Run 1, layout detail:
Window x 40 to 65, y 146 to 171 um. Cells in gray, sequential cells in the stronger gray; small squares are vias.
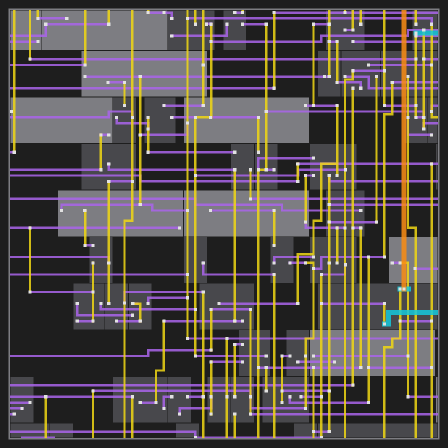
Run 1, routing congestion:
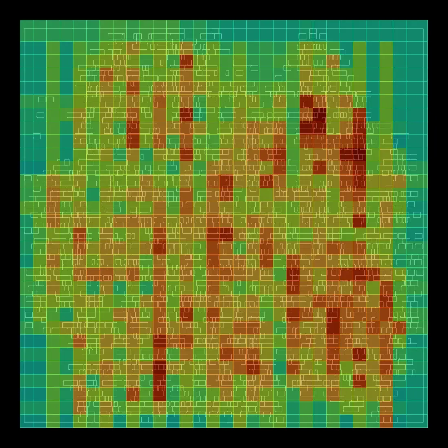
Run 1, cell classes on the final placement:
Scale: 2 px per um.
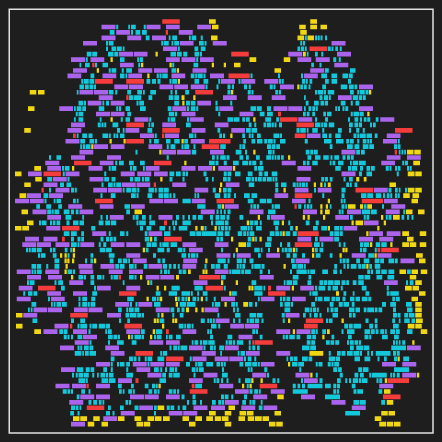
[config.mk]
export PLATFORM = sky130hd
export DESIGN_NAME = dat_read_multi
export DESIGN_NICKNAME = d
export VERILOG_FILES = /design/src/rtl/dat_read_multi.sv
export SDC_FILE = /design/constraint.sdc
export NUM_CORES = 1
export LEC_CHECK = 0
export CAP_MARGIN = 40
export CORE_MARGIN = 2
export CORE_UTILIZATION = 35
export CTS_BUF_LIST = sky130_fd_sc_hd__clkbuf_16
export DETAILED_ROUTE_END_ITERATION = 16
export GPL_TIMING_DRIVEN = 0
export PLACE_DENSITY_LB_ADDON = 0.12
export SLEW_MARGIN = 20
export SYNTH_ARGS = -nofsm -noshare
export SYNTH_HDL_FRONTEND = slang
export SYNTH_SLANG_ARGS = --single-unit
[constraint.sdc]
create_clock -name clk_i -period 3.6 [get_ports clk_i]
set_input_delay 0.54 -clock clk_i [delete_from_list [all_inputs] [get_ports clk_i]]
set_output_delay 0.54 -clock clk_i [all_outputs]
set_load 0.01 [all_outputs]
[src/rtl/dat_read_multi.sv]
// dat_read_multi: SD DAT-line receiver for multi-block reads.
// Samples 1, 4 or 8 lanes on sd_clk_en_i strobes, packs bytes little-endian
// into 32-bit words and checks the per-lane CRC16 and end bit of every block.
module dat_read_multi #(
  parameter int MaxBlockBitSize = 12,
  parameter int BlockCountWidth = 16,
  parameter int TimeoutWidth    = 24
) (
  input  logic                       clk_i,
  input  logic                       rst_ni,
  input  logic                       sd_clk_en_i,
  input  logic [7:0]                 dat_i,
  input  logic                       start_i,
  input  logic                       abort_i,
  input  logic [MaxBlockBitSize-1:0] block_size_i,
  input  logic [BlockCountWidth-1:0] block_count_i,
  input  logic [1:0]                 bus_width_i,
  input  logic [TimeoutWidth-1:0]    timeout_i,
  output logic                       data_valid_o,
  output logic [31:0]                data_o,
  output logic [3:0]                 data_be_o,
  output logic                       block_done_o,
  output logic                       crc_err_o,
  output logic                       end_bit_err_o,
  output logic                       timeout_err_o,
  output logic                       done_o,
  output logic                       busy_o
);

  typedef enum logic [2:0] {
    StIdle,
    StWaitStart,
    StDat,
    StCrc,
    StEndBit
  } state_e;

  state_e                     state_q, state_d;
  logic [1:0]                 width_q, width_d;
  logic [MaxBlockBitSize-1:0] size_q, size_d;
  logic [MaxBlockBitSize-1:0] byteCnt_q, byteCnt_d;
  logic [BlockCountWidth-1:0] count_q, count_d;
  logic [BlockCountWidth-1:0] blockCnt_q, blockCnt_d;
  logic [TimeoutWidth-1:0]    toCnt_q, toCnt_d;
  logic [2:0]                 bitCnt_q, bitCnt_d;
  logic [3:0]                 crcCnt_q, crcCnt_d;
  logic [7:0]                 byteSr_q, byteSr_d;
  logic [31:0]                word_q, word_d;
  logic [15:0]                crc_q [8];
  logic [15:0]                crc_d [8];

  logic                       valid_q, valid_d;
  logic [31:0]                data_q, data_d;
  logic [3:0]                 be_q, be_d;
  logic                       blockDone_q, blockDone_d;
  logic                       crcErr_q, crcErr_d;
  logic                       endErr_q, endErr_d;
  logic                       toErr_q, toErr_d;
  logic                       done_q, done_d;
  logic                       busy_q, busy_d;

  logic [7:0]                 laneMask;
  logic [7:0]                 nextByte;
  logic [2:0]                 lastStrobe;
  logic                       crcBad;
  logic                       endBad;
  logic [MaxBlockBitSize-1:0] byteCntInc;
  logic [BlockCountWidth-1:0] blockCntInc;
  logic [TimeoutWidth-1:0]    toCntInc;

  // One serial step of CRC16-CCITT (x^16+x^12+x^5+1), MSB first, no reflection.
  function automatic logic [15:0] crcStep(input logic [15:0] crc, input logic b);
    logic fb;
    fb = crc[15] ^ b;
    crcStep = {crc[14:0], 1'b0} ^ (fb ? 16'h1021 : 16'h0000);
  endfunction

  assign byteCntInc  = byteCnt_q + 1'b1;
  assign blockCntInc = blockCnt_q + 1'b1;
  assign toCntInc    = toCnt_q + 1'b1;

  // Decode the latched bus width into a lane mask, byte assembly and strobes per byte.
  always_comb begin
    laneMask   = 8'h01;
    lastStrobe = 3'd7;
    nextByte   = {byteSr_q[6:0], dat_i[0]};
    case (width_q)
      2'd1: begin
        laneMask   = 8'h0F;
        lastStrobe = 3'd1;
        nextByte   = {byteSr_q[3:0], dat_i[3:0]};
      end
      2'd2: begin
        laneMask   = 8'hFF;
        lastStrobe = 3'd0;
        nextByte   = dat_i;
      end
      default: ;
    endcase
  end

  // Block error status over active lanes only: nonzero CRC remainder or a low end bit.
  always_comb begin
    crcBad = 1'b0;
    for (int l = 0; l < 8; l++) begin
      if (laneMask[l] && (crc_q[l] != 16'h0000)) crcBad = 1'b1;
    end
    endBad = |(~dat_i & laneMask);
  end

  // Next-state and output logic; abort overrides everything outside IDLE.
  always_comb begin
    state_d     = state_q;
    width_d     = width_q;
    size_d      = size_q;
    count_d     = count_q;
    byteCnt_d   = byteCnt_q;
    blockCnt_d  = blockCnt_q;
    toCnt_d     = toCnt_q;
    bitCnt_d    = bitCnt_q;
    crcCnt_d    = crcCnt_q;
    byteSr_d    = byteSr_q;
    word_d      = word_q;
    crc_d       = crc_q;
    valid_d     = 1'b0;
    data_d      = data_q;
    be_d        = be_q;
    blockDone_d = 1'b0;
    crcErr_d    = 1'b0;
    endErr_d    = 1'b0;
    toErr_d     = 1'b0;
    done_d      = 1'b0;
    busy_d      = busy_q;

    case (state_q)
      StIdle: begin
        if (start_i && !abort_i) begin
          state_d    = StWaitStart;
          width_d    = (bus_width_i == 2'd3) ? 2'd0 : bus_width_i;
          size_d     = block_size_i;
          count_d    = block_count_i;
          blockCnt_d = '0;
          toCnt_d    = '0;
          busy_d     = 1'b1;
        end
      end

      StWaitStart: begin
        if (sd_clk_en_i) begin
          if ((dat_i & laneMask) == 8'h00) begin
            state_d   = StDat;
            bitCnt_d  = '0;
            byteCnt_d = '0;
            toCnt_d   = '0;
            word_d    = '0;
            for (int l = 0; l < 8; l++) crc_d[l] = 16'h0000;
          end else begin
            toCnt_d = toCntInc;
            if ((timeout_i != '0) && (toCntInc == timeout_i)) begin
              state_d = StIdle;
              toErr_d = 1'b1;
              done_d  = 1'b1;
              busy_d  = 1'b0;
            end
          end
        end
      end

      StDat: begin
        if (sd_clk_en_i) begin
          for (int l = 0; l < 8; l++) begin
            if (laneMask[l]) crc_d[l] = crcStep(crc_q[l], dat_i[l]);
          end
          byteSr_d = nextByte;
          if (bitCnt_q == lastStrobe) begin
            bitCnt_d = '0;
            word_d[{byteCnt_q[1:0], 3'b000} +: 8] = nextByte;
            if (byteCnt_q[1:0] == 2'd3) begin
              valid_d = 1'b1;
              data_d  = word_d;
              be_d    = 4'hF;
              word_d  = '0;
            end
            byteCnt_d = byteCntInc;
            if (byteCntInc == size_q) begin
              state_d  = StCrc;
              crcCnt_d = '0;
            end
          end else begin
            bitCnt_d = bitCnt_q + 1'b1;
          end
        end
      end

      StCrc: begin
        if (sd_clk_en_i) begin
          for (int l = 0; l < 8; l++) begin
            if (laneMask[l]) crc_d[l] = crcStep(crc_q[l], dat_i[l]);
          end
          if ((crcCnt_q == 4'd0) && (size_q[1:0] != 2'd0)) begin
            valid_d = 1'b1;
            data_d  = word_q;
            word_d  = '0;
            case (size_q[1:0])
              2'd1:    be_d = 4'h1;
              2'd2:    be_d = 4'h3;
              default: be_d = 4'h7;
            endcase
          end
          crcCnt_d = crcCnt_q + 1'b1;
          if (crcCnt_q == 4'd15) state_d = StEndBit;
        end
      end

      StEndBit: begin
        if (sd_clk_en_i) begin
          blockDone_d = 1'b1;
          crcErr_d    = crcBad;
          endErr_d    = endBad;
          blockCnt_d  = blockCntInc;
          if (crcBad || endBad || ((count_q != '0) && (blockCntInc == count_q))) begin
            state_d = StIdle;
            done_d  = 1'b1;
            busy_d  = 1'b0;
          end else begin
            state_d = StWaitStart;
            toCnt_d = '0;
          end
        end
      end

      default: state_d = StIdle;
    endcase

    if ((state_q != StIdle) && abort_i) begin
      state_d     = StIdle;
      valid_d     = 1'b0;
      data_d      = data_q;
      be_d        = be_q;
      blockDone_d = 1'b0;
      crcErr_d    = 1'b0;
      endErr_d    = 1'b0;
      toErr_d     = 1'b0;
      done_d      = 1'b1;
      busy_d      = 1'b0;
    end
  end

  // State, counters, lane CRCs and registered outputs; reset clears all of it.
  always_ff @(posedge clk_i) begin
    if (!rst_ni) begin
      state_q     <= StIdle;
      width_q     <= '0;
      size_q      <= '0;
      count_q     <= '0;
      byteCnt_q   <= '0;
      blockCnt_q  <= '0;
      toCnt_q     <= '0;
      bitCnt_q    <= '0;
      crcCnt_q    <= '0;
      byteSr_q    <= '0;
      word_q      <= '0;
      for (int l = 0; l < 8; l++) crc_q[l] <= '0;
      valid_q     <= 1'b0;
      data_q      <= '0;
      be_q        <= '0;
      blockDone_q <= 1'b0;
      crcErr_q    <= 1'b0;
      endErr_q    <= 1'b0;
      toErr_q     <= 1'b0;
      done_q      <= 1'b0;
      busy_q      <= 1'b0;
    end else begin
      state_q     <= state_d;
      width_q     <= width_d;
      size_q      <= size_d;
      count_q     <= count_d;
      byteCnt_q   <= byteCnt_d;
      blockCnt_q  <= blockCnt_d;
      toCnt_q     <= toCnt_d;
      bitCnt_q    <= bitCnt_d;
      crcCnt_q    <= crcCnt_d;
      byteSr_q    <= byteSr_d;
      word_q      <= word_d;
      crc_q       <= crc_d;
      valid_q     <= valid_d;
      data_q      <= data_d;
      be_q        <= be_d;
      blockDone_q <= blockDone_d;
      crcErr_q    <= crcErr_d;
      endErr_q    <= endErr_d;
      toErr_q     <= toErr_d;
      done_q      <= done_d;
      busy_q      <= busy_d;
    end
  end

  assign data_valid_o  = valid_q;
  assign data_o        = data_q;
  assign data_be_o     = be_q;
  assign block_done_o  = blockDone_q;
  assign crc_err_o     = crcErr_q;
  assign end_bit_err_o = endErr_q;
  assign timeout_err_o = toErr_q;
  assign done_o        = done_q;
  assign busy_o        = busy_q;

endmodule

==> run notes, run 1 <==
Implementation progress

The run finished with clean final reports. Per the summary, power density relative to cell area is about 460 nW/um^2. The leakage dissipation stands at 6.282 nW. The placement-stage worst setup slack stands at -525.0 ps.

The setup path with the least slack is of type reg2reg. The number of warnings issued by yosys stands at 0. Across the routed clock network, the largest skew measured is 24.69 ps. The well tap count stands at approximately 540.

The registers of the reported paths see a clock transition of 60 ps. The area fraction of the largest cell type after synthesis is 0.4026. The number of remaining DRC errors stands at 0. Pin placement for this block handled about 110 I/O pins.

Of the synthesized area, sequential elements account for 0.4026. After synthesis, the share of flip-flops with an asynchronous set or reset is 0. The synthesis report names the predominant flop master as sky130_fd_sc_hd__dfxtp_1.

After synthesis, the design contains 1870 cells according to Yosys. Clock tree synthesis found a total of 302 sinks. The area added between synthesis and finish stands at 20.74%. Once detailed placement completed, the half-perimeter wirelength came to 35710 um.

The average instance area after synthesis stands at 8.030 sq um. The routed length on met3 stands at 2719 um. Hold-check failures listed in the final report amount to 0.

The detailed-route wire length stands at between 40000 and 50000 um. The most common cell in the synthesized netlist is sky130_fd_sc_hd__dfxtp_1. Hold is met by around 460 ps. The filler cell count stands at 4250.

In the final layout, excluding clock inverters the inverter count is 60. The arrival time reported for the critical path endpoint stands at 3950 ps. Looking at area per cell type in the netlist, the leader is sky130_fd_sc_hd__dfxtp_1. The count of cells resized by post-cts repair stands at 2.

By area, the class that comes first in the final layout consists of combinational gates. For this block, the initial DRC count from the detailed router was 1099. The count of antenna diodes in the layout stands at 0. The final worst setup slack stands at 134.3 ps. The fraction of final layout cells sized beyond drive strength 1 stands at 0.04917. The number of nets in the layout stands at 2109. The clock network area share stands at 0.06936. Signal nets in the final route climb as high as met4. Per the CTS log, the root buffer master is sky130_fd_sc_hd__clkbuf_16. The tally of OpenROAD warnings stands at 35. After routing, the total negative slack on setup checks comes to 0 ps. The synthesized netlist has a Yosys-reported chip area of 15020 sq um. The area taken by flip-flops and latches stands at 6047 sq um. The buffers inserted during post-CTS setup optimization stands at 0. Synthesis produced a netlist with a net count of slightly below 2000. The timing report shows that the slowest cell on the worst path is sky130_fd_sc_hd__or4b_1. The layout report lists the multi-input gate area as 8190 sq um. The synthesized-area fraction occupied by and/or/nand/nor cells stands at 0.2376. As reported, the later end of the worst-skew pair has a clock insertion delay of between 500 and 600 ps. The number of antenna violations at the first check in global routing stands at 0. The overall die area stands at 44570 sq um. The netlist area before placement stands at 15020 sq um.

The count of flip-flops with a built-in enable after synthesis stands at 0. Per the layout area report, the combinational fraction of cell area is 0.4518. Power comes to between 8 and 9 mW. The worst path needs approximately 3500 ps of the cycle, external delays included.

The wire length of the first global-routing pass stands at ~75000 um. Per the final report, the share of cell area in non-clock buffers is 0.09572. The number of cells in the design after placement stands at 2525. The final-report max-slew violation count stands at 0. In this run the tightest slew margin relative to its limit is 0.3999.

Counting the clock-network buffers in the layout gives 38. After global routing the overflow that remains totals 0. The count of hold-fix buffers inserted at cts stands at 0. The H-tree depth reported by CTS stands at 2. The number of global-route vias before repair stands at 13278. STA puts the critical path data required time at around 4000 ps.

The post-route report lists met1 wire length as 22950 um.
-- 'layout detail' (at the start) --
legend:
  cyan:
    layer: metal 3
  purple:
    layer: metal 1
  yellow:
    layer: metal 2
  orange:
    layer: metal 4
most frequent: nor2_1 (11), dfxtp_1 (7), a22oi_1 (5)
cells with their middle in the window: 39
netlist names of flops here include: crc_q (7)
sequential cells in the window: 7

-- 'routing congestion' (at the start) --
fraction of met1 tracks used by global routing: 0.3004
Global Route met3 Usage: 0.03345
average wire per standard cell: 18.74 um
Final Core Density: 0.4303
Global Route Usage Sum: 0.2136

-- 'cell classes on the final placement' (at the start) --
legend:
  yellow:
    class: other buffers and delay cells
    cells: 261
    share_of_their_area: 9.9%
  red:
    class: clock drivers and dummy loads
    cells: 67
    share_of_their_area: 7.2%
  cyan:
    class: combinational and other logic
    cells: 1424
    share_of_their_area: 48%
  purple:
    class: flops
    cells: 302
    share_of_their_area: 35%
Design Area, Final: 18130 sq um
Seq/total area: 0.3335
Placeable Area: 42130 sq um
row count: 75

==> run 1: final timing paths <==
check                              startpoint           end  slack [ps]  depth (start not counted)
worst min register to register   data_be_o[0]  data_be_o[0]         460                          2
worst max-delay path            blockCnt_q[1]   toCnt_q[23]         130                         11
worst min-delay path             data_be_o[0]  data_be_o[0]         460                          2
worst max register to register  blockCnt_q[1]   toCnt_q[23]         130                         11
==> run 1: placed cells by master (no fill, tap or decap), types with 8 or more instances in the layout <==
| cell type | count |
|---|---|
| sky130_fd_sc_hd__nand4_1 | 41 |
| sky130_fd_sc_hd__a31oi_1 | 9 |
| sky130_fd_sc_hd__a22oi_1 | 145 |
| sky130_fd_sc_hd__nor4_1 | 57 |
| sky130_fd_sc_hd__buf_1 | 12 |
| sky130_fd_sc_hd__clkdlybuf4s50_1 | 109 |
| sky130_fd_sc_hd__clkinv_2 | 9 |
| sky130_fd_sc_hd__and2_1 | 39 |
| sky130_fd_sc_hd__or4_1 | 13 |
| sky130_fd_sc_hd__nand2b_1 | 13 |
| sky130_fd_sc_hd__xnor2_1 | 57 |
| sky130_fd_sc_hd__a31oi_4 | 8 |
| sky130_fd_sc_hd__a21oi_1 | 110 |
| sky130_fd_sc_hd__or3_1 | 10 |
| sky130_fd_sc_hd__xor2_1 | 30 |
| sky130_fd_sc_hd__o22ai_1 | 35 |
| sky130_fd_sc_hd__o31ai_1 | 8 |
| sky130_fd_sc_hd__clkbuf_16 | 38 |
| sky130_fd_sc_hd__clkbuf_1 | 119 |
| sky130_fd_sc_hd__buf_2 | 8 |
| sky130_fd_sc_hd__ha_1 | 16 |
| sky130_fd_sc_hd__nor2_1 | 257 |
| sky130_fd_sc_hd__dfxtp_1 | 301 |
| sky130_fd_sc_hd__and3_1 | 18 |
| sky130_fd_sc_hd__inv_1 | 65 |
| sky130_fd_sc_hd__mux2i_1 | 29 |
| sky130_fd_sc_hd__nand3_1 | 45 |
| sky130_fd_sc_hd__nor3_1 | 33 |
| sky130_fd_sc_hd__nand2_1 | 172 |
| sky130_fd_sc_hd__o21ai_0 | 86 |
==> run 1: worst min-delay path, cell delays in order (launching register included) <==
cell	delay, ps
sky130_fd_sc_hd__dfxtp_1	310
sky130_fd_sc_hd__inv_1	50
sky130_fd_sc_hd__a21oi_1	50
==> run 1: sequential cells by signal, indices dropped and copies added, names as in the netlist, 2 cells and up <==
| name | cells |
|---|---|
| bitCnt_q | 3 |
| blockCnt_q | 16 |
| byteCnt_q | 12 |
| byteSr_q | 7 |
| count_q | 16 |
| crcCnt_q | 4 |
| crc_q | 128 |
| data_be_o | 4 |
| data_o | 32 |
| size_q | 12 |
| state_q | 3 |
| toCnt_q | 24 |
| width_q | 2 |
| word_q | 32 |
==> run 1: cell families (layout without fill, tap and decap cells) <==
kind of cell | count (synthesis) | after routing
muxes | 31 | 31
AOI/OAI and AO/OA | 488 | 488
xor gates and xnor gates | 87 | 87
buffers and inverters | 204 | 388
adders and majority gates | 16 | 16
DFF | 302 | 302
and+or+nand+nor | 742 | 742
==> run 1: report_power, final <==
group          leakage, nW  total [mW]  switching [mW]  internal [mW]
Clock                0.646        3.89            1.53           2.36
Combinational         3.20        1.02           0.694          0.321
Sequential            2.44        3.43          0.0457           3.39
## Run 2: what changed since run 1
--- a/config.mk
+++ b/config.mk
@@ -7,7 +7,7 @@
 export LEC_CHECK = 0
 export CAP_MARGIN = 40
 export CORE_MARGIN = 2
-export CORE_UTILIZATION = 35
+export CORE_UTILIZATION = 55
 export CTS_BUF_LIST = sky130_fd_sc_hd__clkbuf_16
 export DETAILED_ROUTE_END_ITERATION = 16
 export GPL_TIMING_DRIVEN = 0
Run 2, drive-strength map:
Scale: 2 px per um.
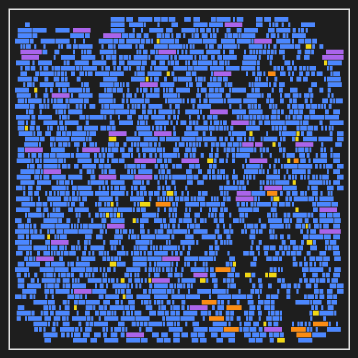
legend:
  blue:
    size: _0 and _1 cells
    cells: 1950
    share: 95%
  orange:
    size: _3 and _4 cells
    cells: 12
    share: 0.59%
  yellow:
    size: _2 cells
    cells: 39
    share: 1.9%
  purple:
    size: _6 and larger
    cells: 42
    share: 2.1%
post-synthesis to final-layout area growth: 17.78%
bufs w/o clock: 258
Design Area, Final: 17690 sq um
worst-case setup margin in the final layout: 109.8 ps

Run 2, cell classes on the final placement:
Scale: 2 px per um.
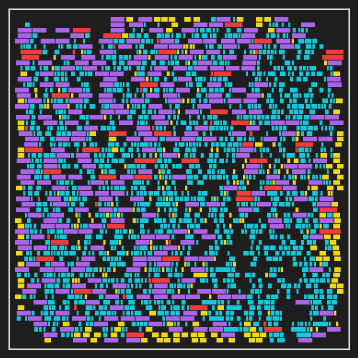
legend:
  cyan:
    class: combinational and other logic
    cells: 1424
    share_of_their_area: 49%
  purple:
    class: flops
    cells: 302
    share_of_their_area: 35%
  red:
    class: clock drivers and dummy loads
    cells: 59
    share_of_their_area: 6.3%
  yellow:
    class: other buffers and delay cells
    cells: 258
    share_of_their_area: 9.9%
Seq/total area: 0.3418
Final Core Density: 0.6581

Run 2, M1 wires:
Scale: 3 px per um.
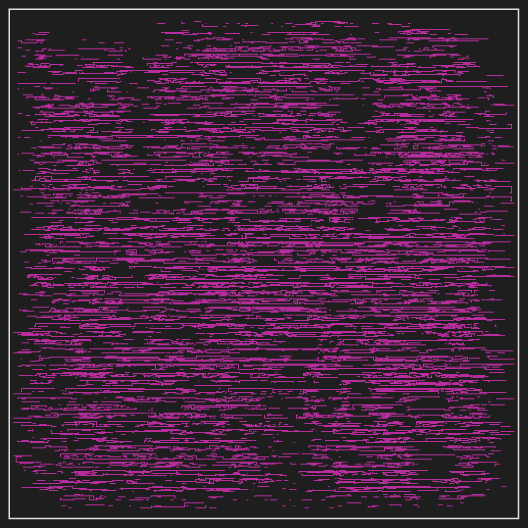
nets with wire on the layer: 1977
wire length on this layer: 20.0 mm
share of all routed wire: 45%
fraction of met1 tracks used by global routing: 0.4107
total detailed-routing wirelength: 44720 um
number of vias after detailed routing: 14632

==> run notes, run 2 <==
Implementation progress

For this run, the register share of the synthesized area comes to 0.4026. After legalization and detailed placement, the total HPWL measured 32360 um. The H-tree depth reported by CTS stands at 2.

Among logic cells in the layout, the one with the most instances is sky130_fd_sc_hd__dfxtp_1. The synthesis log from Yosys contains 0 warnings. Per the synth stats, the flop cell with the highest instance count is sky130_fd_sc_hd__dfxtp_1. The number of nets in the layout stands at between 2000 and 2500. The tally of OpenROAD warnings stands at 35. The endpoint of the worst hold path is reported as size_q[6].

The arrival time reported for the critical path endpoint stands at 3930 ps. Yosys stat counts about 1900 cells in the synthesized netlist. Looking at hold timing, the worst path starts from size_q[6]. The I/O pin count stands at 110. The required time of the critical path stands at 4040 ps. Summed over all instances, the cell type with the most area after synthesis is sky130_fd_sc_hd__dfxtp_1. The number of hold buffers added after CTS was 0. Pins over their slew limit in the final report were tallied at 0. The power per cell area stands at 444.7 nW/um^2. The setup skew after layout stands at 25.47 ps. Timing analysis after detailed placement gives a worst setup slack of -361.9 ps.

The number of global-route vias before repair stands at 13650. The capture point of the worst register-to-register path is recorded as toCnt_q[23]. According to the floorplan report, the placeable core area is 26880 sq um.

The sum of overflow across all layers after global routing stands at 0. The worst setup slack for register-to-register paths stands at roughly 110 ps. Total power for the finished layout comes to 7.864 mW. The register with the most flip-flops in the final layout is crc_q. The buffer_ports step reported a buffer count of 109.

Adding up every negative setup slack in the final design gives 0 ps. The final critical delay including setup and external delays stands at 3490 ps. The overall die area stands at 28640 sq um.

The routed wire length per instance stands at approximately 19 um. The largest individual stage delay along the critical path comes from the cell sky130_fd_sc_hd__or4_1. The library cells used most frequently in the layout, excluding fill and tap cells, are sky130_fd_sc_hd__dfxtp_1, sky130_fd_sc_hd__nor2_1, sky130_fd_sc_hd__nand2_1.

The run finished with clean final reports. The average instance area after synthesis stands at 8.030 sq um. The synthesized design contains 0 enable-type register cells.

The routed layout reports a DRC error count of 0. The fraction of final layout cells sized beyond drive strength 1 stands at 0.04552. Counting instances, the worst hold path has a depth of 2. The number of antenna violations at the first check in global routing came to 1.

The floorplan row count stands at 60. The clock reaches the later pin of the worst-skew pair after 530 ps. Per the OpenROAD timing report, the critical path contains 11 cells. The wire length of the first global-routing pass stands at 70960 um. The peak clock frequency supported by timing stands at 286.5 MHz. The hold violation count in the final report stands at 0. The area fraction of the largest cell type after synthesis is 0.4026. The internal power of the cells totals 5.723 mW. The share of total power dissipated in combinational logic is 0.126. Synthesis produced a netlist with a net count of 1953. Before any placement, the netlist area is recorded as between 15000 and 20000 sq um. The relative slew slack stands at 0.4350. The flip-flop count of the largest register, all copies and words added stands at roughly 130. 0 antenna diodes ended up in the layout. The overall fraction of global-route tracks in use stands at 0.3053. Hold is met by 468.5 ps.

The startpoint identified for the worst register-to-register timing path is blockCnt_q[1]. The clock sink count stands at 302.
run 2: per-layer routing:
metal / up-vias / GRT usage / routed length [um]
met4: 0 / 0.1078 / 1333
met3: 98 / 0.04454 / 2939
li1: 7046 / - / -
met5: - / 0 / 0
met1: 6978 / 0.4107 / 20030
met2: 510 / 0.5019 / 20420
run 2: how the worst max path moves through the flow:
stage / startpoint / to / slack (ps)
finish: blockCnt_q[1] / toCnt_q[23] / 110
global route: width_q[0] / crc_q[28] / 4
CTS: blockCnt_q[1] / toCnt_q[1] / 40
detailed placement: dat_i[4] / word_q[25] / -360
global placement: dat_i[4] / word_q[6] / -670
floorplan: blockCnt_q[1] / toCnt_q[19] / 530
run 2: repair_timing:
action | 4_1_cts | 5_1_grt
setup buffers | 0 | 0
endpoints found under the setup margin | 0 | 86
gates resized | 0 | 12
run 2: worst reg2reg max path: stages, from the launching register on:
cell	delay, ps
sky130_fd_sc_hd__dfxtp_1	450
sky130_fd_sc_hd__ha_1	190
sky130_fd_sc_hd__buf_4	160
sky130_fd_sc_hd__nand4_1	230
sky130_fd_sc_hd__or3_4	460
sky130_fd_sc_hd__mux2i_1	130
sky130_fd_sc_hd__or4_1	500
sky130_fd_sc_hd__or4_1	470
sky130_fd_sc_hd__buf_2	220
sky130_fd_sc_hd__a21o_4	280
sky130_fd_sc_hd__buf_12	180
sky130_fd_sc_hd__a31oi_4	150
run 2: cells by family (layout without fill, tap and decap cells):
family / count (synthesis) / after routing / share of synthesized area
XOR/XNOR: 87 / 87 / 0.05075
buffers and inverters: 204 / 377 / 0.05341
AND-OR/OR-AND: 488 / 488 / 0.2215
multiplexers: 31 / 31 / 0.02083
flip-flops: 302 / 302 / 0.4026
AND/OR/NAND/NOR: 742 / 742 / 0.2376
adder cells (fa/ha/maj): 16 / 16 / 0.01333
run 2: metrics by stage:
stage	cells	cell area (sq um)
final	2384	17690
after global placement	2320	16530
after floorplan	1870	15020
after global routing	2384	17690
after detailed placement	2325	16570
after CTS	2384	17660
run 2: final cells by class:
type,count,area (sq um)
clock inverter,25,237.7
fill,2361,9190
clock buffer,34,850.8
timing repair buffer,114,1122
tap,341,426.7
sequential,302,6046
inverter,60,225.2
buffer,144,583.1
multi-input combinational,1364,8194
run 2: power groups by stage:
stage	Combinational, mW	Sequential (mW)	Clock, mW
finish	0.992	3.43	3.44
global route	1.07	3.43	3.62
CTS	0.968	3.43	3.48
global placement	0.947	3.50	0
detailed placement	0.961	3.50	0
floorplan	0.599	3.49	0
## Run 3: what changed since run 2
--- a/config.mk
+++ b/config.mk
@@ -10,6 +10,7 @@
 export CORE_UTILIZATION = 55
 export CTS_BUF_LIST = sky130_fd_sc_hd__clkbuf_16
 export DETAILED_ROUTE_END_ITERATION = 16
+export DONT_BUFFER_PORTS = 1
 export GPL_TIMING_DRIVEN = 0
 export PLACE_DENSITY_LB_ADDON = 0.12
 export SLEW_MARGIN = 20
Run 3, drive-strength map:
Scale: 2 px per um.
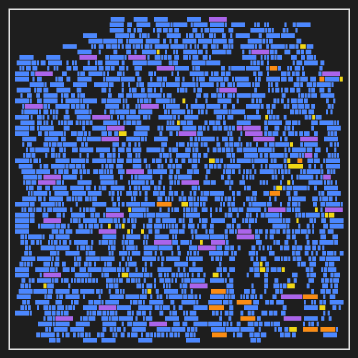
legend:
  orange:
    size: _3 and _4 cells
    cells: 13
    share: 0.67%
  blue:
    size: _0 and _1 cells
    cells: 1846
    share: 95%
  yellow:
    size: _2 cells
    cells: 35
    share: 1.8%
  purple:
    size: _6 and larger
    cells: 42
    share: 2.2%
Design Area, Final: 16570 sq um
bufs w/o clock: 151
post-synthesis to final-layout area growth: 10.34%
worst-case setup margin in the final layout: 120.5 ps

Run 3, M1 wires:
Scale: 3 px per um.
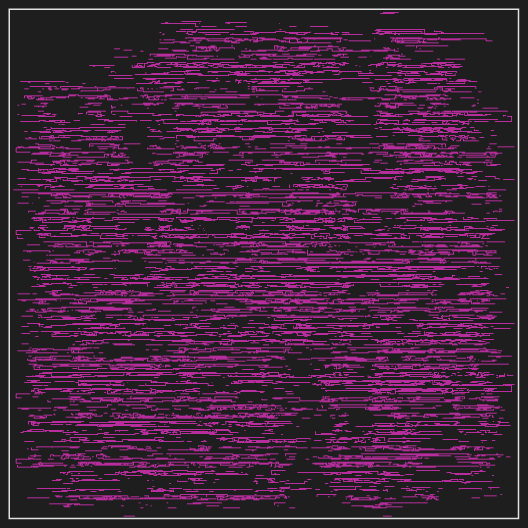
nets with wire on the layer: 1898
wire length on this layer: 19600 um
main direction: horizontal
longest straight run: 43.2 um
share of all routed wire: 44%
number of vias after detailed routing: 14301
fraction of met1 tracks used by global routing: 0.4097

==> run notes, run 3 <==
Implementation progress

The flow ran to the end, and the final reports show no timing, DRC or antenna violations. The fraction of final layout cells sized beyond drive strength 1 stands at 0.04649. By instance count after routing, the leading logic cell types are sky130_fd_sc_hd__dfxtp_1, sky130_fd_sc_hd__nor2_1, sky130_fd_sc_hd__nand2_1. The hold violation count in the final report stands at 0. The synthesized netlist net count stands at 1953. The sequential area share after synthesis stands at 0.4026. The chip occupies between 20000 and 30000 sq um. In the final design database the tool counted approximately 2000 nets. Yosys reported that registers with async set or reset make up 0. Before any placement, the netlist area is recorded as 15020 sq um.

The count of flip-flops with a built-in enable after synthesis stands at 0. The overall fraction of global-route tracks in use stands at 0.3022. The share of synthesized area in the top cell type comes to 0.4026. Sorting the synthesis cell report by count puts at the top sky130_fd_sc_hd__dfxtp_1. For the worst min-delay path, the startpoint reported by OpenROAD is block_size_i[3].

The count of antenna diodes in the layout stands at 0. Per the summary, power density relative to cell area is 460.6 nW/um^2. Hold timing on the final database bottoms out at a slack of 152.4 ps. The path length in cells of the critical path stands at 11.

The power report puts the leakage power at 5.767 nW. The arrival time reported for the critical path endpoint stands at 3930 ps. The worst setup slack for register-to-register paths stands at 120 ps. The setup TNS stands at 0 ps. Once synthesis finished, the tally of register bits stood at roughly 300. The placement-stage worst setup slack stands at 25.33 ps. Dividing the synthesized area by the synthesized cell count gives 8.030 sq um. The worst register-to-register path begins at blockCnt_q[1]. In this run the number of H-tree levels came out at 2. For this sky-water flow run, the detailed-routed wirelength per cell is reported as 19.43 um. Per the placement log, port buffering inserted 0 buffers. The later pin in the worst-skew pair is clocked with a latency of 530 ps. The cell depth of the worst flop-to-flop path stands at 11.

Per the cell usage report, the commonest logic cell in the layout is sky130_fd_sc_hd__dfxtp_1. Per the CTS log, the buffer count on the longest clock path is 3. The number of clock sinks came to 302.

For reference, the critical path is captured by toCnt_q[9]. Summed over all instances, the cell type with the most area after synthesis is sky130_fd_sc_hd__dfxtp_1. Per the OpenROAD floorplan log, the area of the core is 26880 sq um.

The floorplan has 60 rows. Per the GRT congestion report, total overflow comes to 0. According to the timing report, the critical path is launched from blockCnt_q[1]. Fill cells in the final layout number 2417. In the setup report, the worst path falls into the class reg2reg. The largest individual stage delay along the critical path comes from the cell sky130_fd_sc_hd__or4_1. The clock transition at the register clock pins on the worst setup and hold paths after CTS stands at ~60 ps. The HPWL reported at the end of detailed placement stands at 32230 um.

The post-placement cell area is 15480 sq um. The tool warning count for the run is 35. The number of global-route vias before repair was 13404. The final-report max-slew violation count stands at 0. For this design the top-level I/O count stands at ~110. Static timing analysis puts the maximum clock frequency at 287.4 MHz. The number of remaining DRC errors stands at 0. The tree is rooted in a sky130_fd_sc_hd__clkbuf_16. The flip-flop count of the largest register, all copies and words added stands at 128. The wire length of the first global-routing pass stands at 70410 um. The DRC violation total after the first TritonRoute iteration stands at 1330. The number of warnings issued by yosys stands at 0.

The buffers inserted during post-CTS setup optimization stands at 0. Post-synthesis, Yosys gives the total cell area as 15020 sq um.
Run 3, routing congestion:
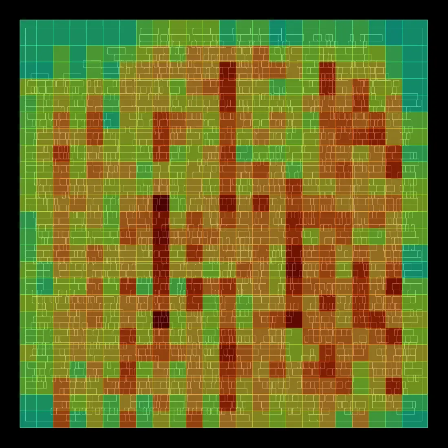
routing layer with the top usage in global route: met2
Global Route met3 Usage: 0.05107

run 3: cell counts after synthesis:
Identical to the previous run, type by type.
run 3: layout make-up:
type | instances | area (sq um) | share of cell area
multi-input combinational | 1364 | 8192 | 0.4944
inverter | 60 | 225.2 | 0.01359
buffer | 144 | 580.6 | 0.03504
timing repair buffer | 7 | 47.55 | 0.002870
clock buffer | 35 | 875.8 | 0.05286
clock inverter | 24 | 173.9 | 0.01050
tap | 341 | 426.7 | 0.02575
sequential | 302 | 6047 | 0.3650
run 3: logic make-up after synthesis:
kind of cell    Yosys count  synth area share
flops                   302            0.4026
xor+xnor                 87           0.05075
mux                      31           0.02083
compound gates          488            0.2215
simple gates            742            0.2376
fa+ha+maj                16           0.01333
buf+inv                 204           0.05341
run 3: what timing repair did:
| action | in CTS | in global routing |
|---|---|---|
| gates resized | 1 | 9 |
| hold buffers | 0 | 0 |
| gates cloned | 0 | 0 |
| endpoints found under the setup margin | 2 | 70 |
| hold endpoints to repair | 0 | 0 |
run 3: routing by layer:
layer | track usage | wire length, um | vias to the layer above
met5 | 0 | 0 | -
met4 | 0.09104 | 1154 | 0
met3 | 0.05107 | 3467 | 87
met2 | 0.4949 | 20030 | 531
met1 | 0.4097 | 19580 | 6860
li1 | - | - | 6823
run 3: power by group:
group | internal, mW | switching (mW) | total, mW
Clock | 1.91 | 1.40 | 3.31
Sequential | 3.39 | 0.0478 | 3.44
Combinational | 0.247 | 0.634 | 0.881
Total | 5.55 | 2.09 | 7.63
run 3: worst min-delay path by stage:
stage	to	slack, ps	depth (start not counted)
6_report	size_q[3]	150	2
5_1_grt	count_q[9]	160	2
3_3_place_gp	size_q[6]	460	2
4_1_cts	count_q[5]	140	2
2_1_floorplan	crc_q[101]	440	2
3_5_place_dp	size_q[10]	460	2
run 3: through the flow:
stage / std cells / util
global route: 2277 / 0.6165
finish: 2277 / 0.6165
CTS: 2275 / 0.6152
floorplan: 1870 / -
global placement: 2211 / 0.5746
detailed placement: 2216 / 0.5760
Power figures rest on the tool's default switching activity, not on a simulated workload.
